Figure 1. M3 wires.
Scale bar: 20 um.
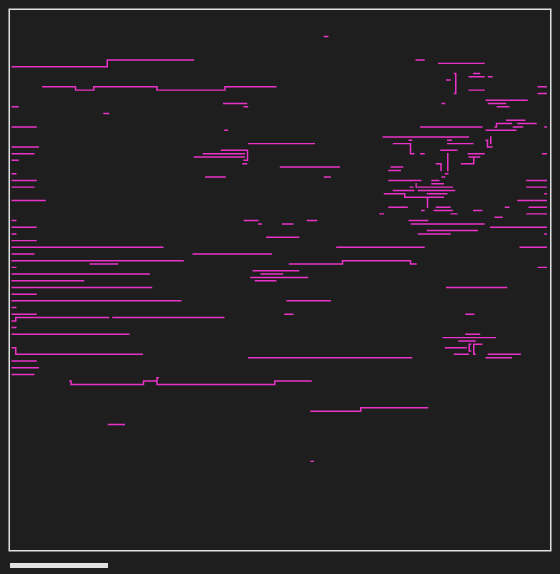
Figure 2. Clock nets.
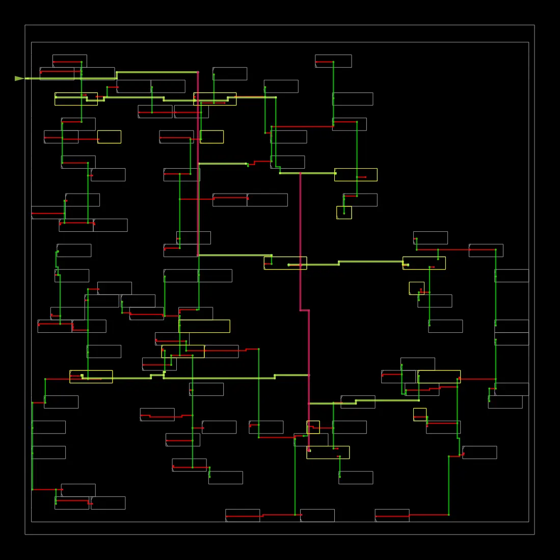
Figure 3. Cells colored by class.
Fill, decap, tap and diode cells in gray.
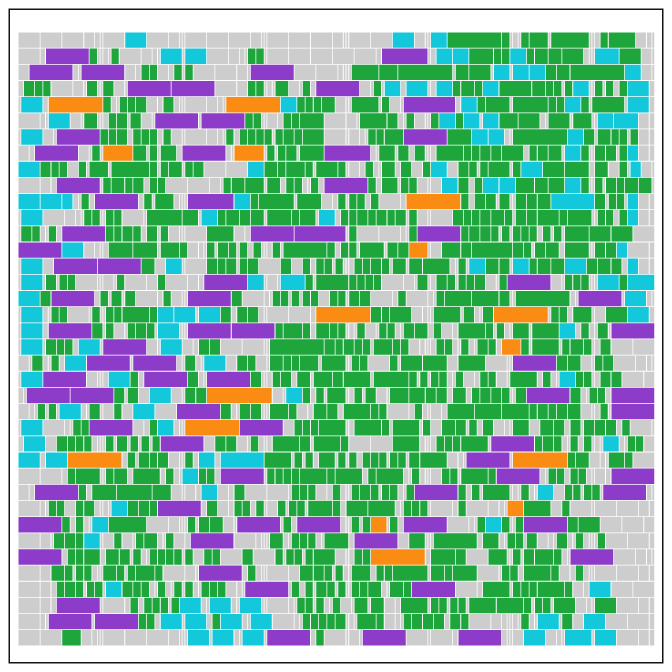
Figure 4. Metal 1.
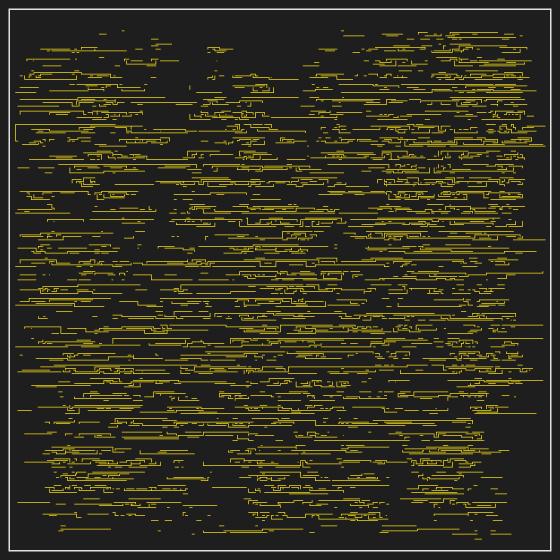
Figure 5. Routed metal per tile.
Scale bar: 20 um. 22 x 22 tiles, from dark blue (low) to red (high), scaled to the fullest tile. Values are wire area over tile area, all layers added.
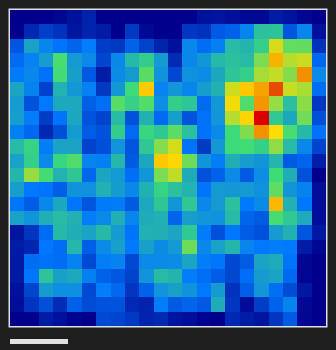
==> src/rtl/blur_pkg.sv <==
// Shared constants, read-FSM state type and buffer-index arithmetic for the
// Gaussian-blur line-buffer scheduler.
package blur_pkg;

  localparam int unsigned IMG_W = 640;
  localparam int unsigned IMG_H = 480;
  localparam int unsigned N_BUF = 6;
  localparam int unsigned WIN   = 5;

  typedef enum logic [1:0] {
    StIdle,
    StWait,
    StRead
  } rd_state_e;

  // (a + b) mod N_BUF for operands already below N_BUF.
  function automatic logic [2:0] buf_add(input logic [2:0] a, input logic [2:0] b);
    logic [3:0] s;
    s = {1'b0, a} + {1'b0, b};
    return (s >= 4'(N_BUF)) ? 3'(s - 4'(N_BUF)) : s[2:0];
  endfunction

endpackage

==> src/rtl/wrap_counter.sv <==
// Counter 0..MAX with synchronous clear; clr and inc in the same cycle count
// from zero, so a clearing event can also consume the first increment.
module wrap_counter #(
  parameter int unsigned MAX = 1,
  parameter int unsigned W   = 10
) (
  input  logic         clk,
  input  logic         rst,
  input  logic         clr,
  input  logic         inc,
  output logic [W-1:0] value,
  output logic         wrap
);

  logic [W-1:0] value_q, value_d, base;

  always_comb begin
    base    = clr ? '0 : value_q;
    wrap    = inc && (base == W'(MAX));
    value_d = base;
    if (inc) value_d = wrap ? '0 : base + 1'b1;
  end

  always_ff @(posedge clk) begin
    if (rst) value_q <= '0;
    else     value_q <= value_d;
  end

  assign value = value_q;

endmodule

==> src/rtl/blur_sched.sv <==
// Line-buffer bank scheduler: steers incoming pixels into six row buffers and
// issues five-row window column reads with border masks.
module blur_sched #(
  parameter int unsigned IMG_W = blur_pkg::IMG_W,
  parameter int unsigned IMG_H = blur_pkg::IMG_H
) (
  input  logic       clk,
  input  logic       rst,
  input  logic       frame_start,
  input  logic       in_en,
  input  logic       out_ready,
  output logic [5:0] wr_buff_en,
  output logic [9:0] wr_addr,
  output logic [5:0] rd_buff_en,
  output logic [9:0] rd_addr,
  output logic [2:0] rd_base,
  output logic [4:0] row_mask,
  output logic       out_valid,
  output logic [8:0] out_row,
  output logic [9:0] out_col,
  output logic       frame_done,
  output logic       overflow
);
  import blur_pkg::*;

  rd_state_e  state_q;
  logic       armed_q, overflow_q;
  logic [9:0] rows_written_q, rows_need;
  logic [2:0] wbuf_q, wbuf_cur, rbuf_q, base;
  logic [9:0] wcol, wcol_cur, rcol, r_ext;
  logic [8:0] wrow, wrow_cur, r;
  logic       wcol_wrap, wrow_wrap, rcol_wrap, r_wrap;
  logic       accept, issue, rd_act;
  logic [4:0] mask;
  logic [5:0] en;
  logic       out_valid_q, frame_done_q;
  logic [8:0] out_row_q;
  logic [9:0] out_col_q;

  // A frame_start pixel is pixel (0,0) of the new frame, so views restart at zero.
  assign accept   = in_en & ~rst & (frame_start | armed_q);
  assign wcol_cur = frame_start ? '0 : wcol;
  assign wrow_cur = frame_start ? '0 : wrow;
  assign wbuf_cur = frame_start ? '0 : wbuf_q;
  assign issue    = (state_q == StRead) & out_ready & ~frame_start;
  assign r_ext    = {1'b0, r};

  wrap_counter #(.MAX(IMG_W - 1), .W(10)) u_wcol (
    .clk(clk), .rst(rst), .clr(frame_start), .inc(accept), .value(wcol), .wrap(wcol_wrap)
  );
  wrap_counter #(.MAX(IMG_H - 1), .W(9)) u_wrow (
    .clk(clk), .rst(rst), .clr(frame_start), .inc(wcol_wrap), .value(wrow), .wrap(wrow_wrap)
  );
  wrap_counter #(.MAX(IMG_W - 1), .W(10)) u_rcol (
    .clk(clk), .rst(rst), .clr(frame_start), .inc(issue), .value(rcol), .wrap(rcol_wrap)
  );
  wrap_counter #(.MAX(IMG_H - 1), .W(9)) u_r (
    .clk(clk), .rst(rst), .clr(frame_start), .inc(rcol_wrap), .value(r), .wrap(r_wrap)
  );

  always_comb begin
    rows_need = ((r_ext + 10'd3) > 10'(IMG_H)) ? 10'(IMG_H) : r_ext + 10'd3;
    rd_act    = (state_q == StRead);
    base      = buf_add(rbuf_q, 3'd4);
    mask      = {(r_ext + 10'd2) < 10'(IMG_H), (r_ext + 10'd1) < 10'(IMG_H), 1'b1,
                 r != 9'd0, r > 9'd1};
    en        = '0;
    for (int unsigned k = 0; k < WIN; k++) begin
      if (mask[k]) en = en | (6'd1 << buf_add(base, 3'(k)));
    end
    rd_base    = rd_act ? base : '0;
    row_mask   = rd_act ? mask : '0;
    rd_buff_en = rd_act ? en : '0;
  end

  always_ff @(posedge clk) begin
    if (rst) begin
      state_q        <= StIdle;
      armed_q        <= 1'b0;
      overflow_q     <= 1'b0;
      rows_written_q <= '0;
      wbuf_q         <= '0;
      rbuf_q         <= '0;
      out_valid_q    <= 1'b0;
      frame_done_q   <= 1'b0;
      out_row_q      <= '0;
      out_col_q      <= '0;
    end else begin
      rows_written_q <= (frame_start ? 10'd0 : rows_written_q) + {9'd0, wcol_wrap};
      wbuf_q         <= wcol_wrap ? buf_add(wbuf_cur, 3'd1) : wbuf_cur;
      armed_q        <= (frame_start | armed_q) & ~wrow_wrap;
      // Starting row w aliases the buffer of row w-6 >= r-2, still needed by row r,
      // unless row r's last column is being read this very cycle.
      if (accept && (wcol_cur == '0) && !frame_start && (state_q != StIdle) && !rcol_wrap &&
          ({1'b0, wrow_cur} >= r_ext + 10'd4)) begin
        overflow_q <= 1'b1;
      end
      out_valid_q  <= issue;
      frame_done_q <= r_wrap;
      if (issue) begin
        out_row_q <= r;
        out_col_q <= rcol;
      end
      if (frame_start || r_wrap) rbuf_q <= '0;
      else if (rcol_wrap)        rbuf_q <= buf_add(rbuf_q, 3'd1);
      if (frame_start) begin
        state_q <= StWait;
      end else begin
        unique case (state_q)
          StIdle: state_q <= StIdle;
          StWait: if (rows_written_q >= rows_need) state_q <= StRead;
          StRead: if (rcol_wrap) state_q <= r_wrap ? StIdle : StWait;
          default: state_q <= StIdle;
        endcase
      end
    end
  end

  assign wr_buff_en = accept ? (6'd1 << wbuf_cur) : 6'd0;
  assign wr_addr    = wcol_cur;
  assign rd_addr    = rcol;
  assign out_valid  = out_valid_q;
  assign out_row    = out_row_q;
  assign out_col    = out_col_q;
  assign frame_done = frame_done_q;
  assign overflow   = overflow_q;

endmodule

==> config.mk <==
export PLATFORM = sky130hd
export DESIGN_NAME = blur_sched
export DESIGN_NICKNAME = d
export VERILOG_FILES = /design/src/rtl/blur_pkg.sv /design/src/rtl/wrap_counter.sv /design/src/rtl/blur_sched.sv
export SDC_FILE = /design/constraint.sdc
export NUM_CORES = 1
export LEC_CHECK = 0
export ABC_AREA = 1
export CAP_MARGIN = 20
export CORE_UTILIZATION = 52
export CTS_CLUSTER_DIAMETER = 80
export DETAILED_ROUTE_END_ITERATION = 10
export PLACE_DENSITY = 0.73
export SETUP_SLACK_MARGIN = 0.15
export SYNTH_ARGS = -nofsm -noshare
export SYNTH_HDL_FRONTEND = slang
export SYNTH_HIERARCHICAL = 1
export SYNTH_SLANG_ARGS = --single-unit
==> constraint.sdc <==
create_clock -name clk -period 3.2 [get_ports clk]
set_input_delay 0.64 -clock clk [delete_from_list [all_inputs] [get_ports clk]]
set_output_delay 0.64 -clock clk [all_outputs]
set_load 0.005 [all_outputs]
==> changes_impl.md <==
### Changed

- Status: complete, no violations
- Power density normalized to cell area: 281.6 nW/um^2
- Fraction of power spent switching nets: 23.77%
- Floorplan-stage core utilization: 54.54%
- Wire length on met3: 1.048 mm
- Well-tap cell count: 140
- Library cell with the highest instance count after synthesis: sky130_fd_sc_hd__nor2_1
- Number of antenna violations at the first check in global routing: 0
- Sequential area share after synthesis: 26.18%
- Final layout net count: 1110
- Global-route wire length before repair: 25.39 mm
- Fraction of final layout cells with drive strength greater than 1: 20.72%
- Number of warning messages in the logs: 46
- Vias in the first global route: 5591
- Post-DP HPWL: 10.80 mm
- Most frequent logic cells in the routed design: sky130_fd_sc_hd__nor2_1, sky130_fd_sc_hd__nand2_1, sky130_fd_sc_hd__inv_1, sky130_fd_sc_hd__dfxtp_1, sky130_fd_sc_hd__nand3_1
- Die X-Extent: 109.8 um
- Multi-input logic portion of the cell area: 52.24%
- Maximum clock insertion buffer count: 2
- Internal power: 1.689 mW
- Depth of the worst register-to-register path: 18
- I/O pin total: 67
- Destination of the critical timing path: rd_buff_en[3]
- Crit path required time: 2.56 ns
- Cell Area, Synth: 6042 um^2
- Actual transition at the worst max-transition pin: 0.5119 ns
- Summed negative setup slack over all endpoints: 0 ns
- Launching element type of the critical path: flop
- Launch point of the critical path: rbuf_q[0]
- Signal arrival time at the worst endpoint: 2.55 ns
- Synth cell types: 44
- Top routing layer in use: met4
- Peak Freq: 313.4 MHz
- Fill cells: 934
- Internal reg-to-reg setup slack: 0.50 ns
- Destination of the worst register-to-register timing path: state_q[0]
- Post-route fraction of the period consumed by the critical path: 99.70%
- Combinational gate count: 689
- Weighted congestion reported at the end of routability-driven placement: 0.8832
- Hold Path Origin: overflow
- Drt initial violations: 483
- Number of flops mapped to enable cells by yosys: 0
- Instance area after placement: 7066 um^2
- Buffers on Ports: 66
- Kind of end point of the critical path: primary output
-- Figure 1 (at the start) --
120 nets have wire on it. The layer holds 6.5% of the routed length. The layer carries 1050 um of wire. The longest straight run is 34.7 um.
number of vias after detailed routing: 6221
GR Layer Usage met3: 7.884%

-- Figure 2 (at the start) --
power drawn by the clock network: 1.09 mW
Insertion Delay late pin: 0.35 ns
number of CTS-inserted buffers: 9
sink count of the clock tree: 79
worst clock skew on the final layout: 0.01133 ns

-- Figure 3 (at the start) --
Key: green = remaining logic cells [cells 840, share of their area 61%]; orange = clock drivers and dummy loads [cells 16, share of their area 4.1%]; cyan = remaining buffers and delay cells [cells 122, share of their area 14%]; purple = registers [cells 79, share of their area 21%]
Rows: 38
post-route cell area: 7868 um^2
floorplan core area: 11080 um^2
utilization after layout: 71.02%

-- Figure 4 (at the start) --
The wires run mostly horizontal. The layer carries 7370 um of wire. The layer holds 45% of the routed length.
wire length reported by the detailed router: 16.20 mm
met1 Usage GRT: 33.24%

-- Figure 5 (at the start) --
The emptiest ninth of the die: south-east. The mean over all tiles is 0.22. 7.6% of the tiles are nearly empty.
overall track demand over capacity in global routing: 27.03%
post-detailed-route wirelength per cell: 13.53 um

[metal layers]
metal  vias up  track usage, %
li1       3204               -
met4         0           8.286
met5         -               0
met1      2749           33.24
met2       222           45.31
met3        46           7.884
[kinds of logic after synthesis]
logic type | synth area share (%)
DFF | 26.18
adders and majority gates | 10.98
other | 0.06207
AOI/OAI and AO/OA | 8.698
buffers and inverters | 10.83
xor gates and xnor gates | 2.734
and+or+nand+nor | 40.53
[metrics by stage]
step / power (mW) / setup WS, ns
final: 2.215 / 0.009635
after global routing: 2.289 / -0.1255
after CTS: 2.240 / 0.1299
after detailed placement: 1.143 / -0.05343
after global placement: 1.143 / -0.01578
after floorplan: 1.084 / 0.1595
[critical path: stages (launching register included)]
cell and delay [ns]:
sky130_fd_sc_hd__dfxtp_2 0.34, sky130_fd_sc_hd__inv_2 0.05, sky130_fd_sc_hd__ha_4 0.16, sky130_fd_sc_hd__nand2_4 0.06, sky130_fd_sc_hd__nand3_2 0.10, sky130_fd_sc_hd__nand2_4 0.14, sky130_fd_sc_hd__inv_6 0.06, sky130_fd_sc_hd__buf_4 0.13
sky130_fd_sc_hd__ha_1 0.18, sky130_fd_sc_hd__inv_1 0.06, sky130_fd_sc_hd__nand2_1 0.07, sky130_fd_sc_hd__nand3_2 0.09, sky130_fd_sc_hd__nand2_1 0.06, sky130_fd_sc_hd__nand2_1 0.09, sky130_fd_sc_hd__nand2_2 0.11, sky130_fd_sc_hd__nor3_2 0.12
sky130_fd_sc_hd__nand3_1 0.12, sky130_fd_sc_hd__a21oi_2 0.14, sky130_fd_sc_hd__buf_2 0.13
Power and IR drop assume default switching activity.
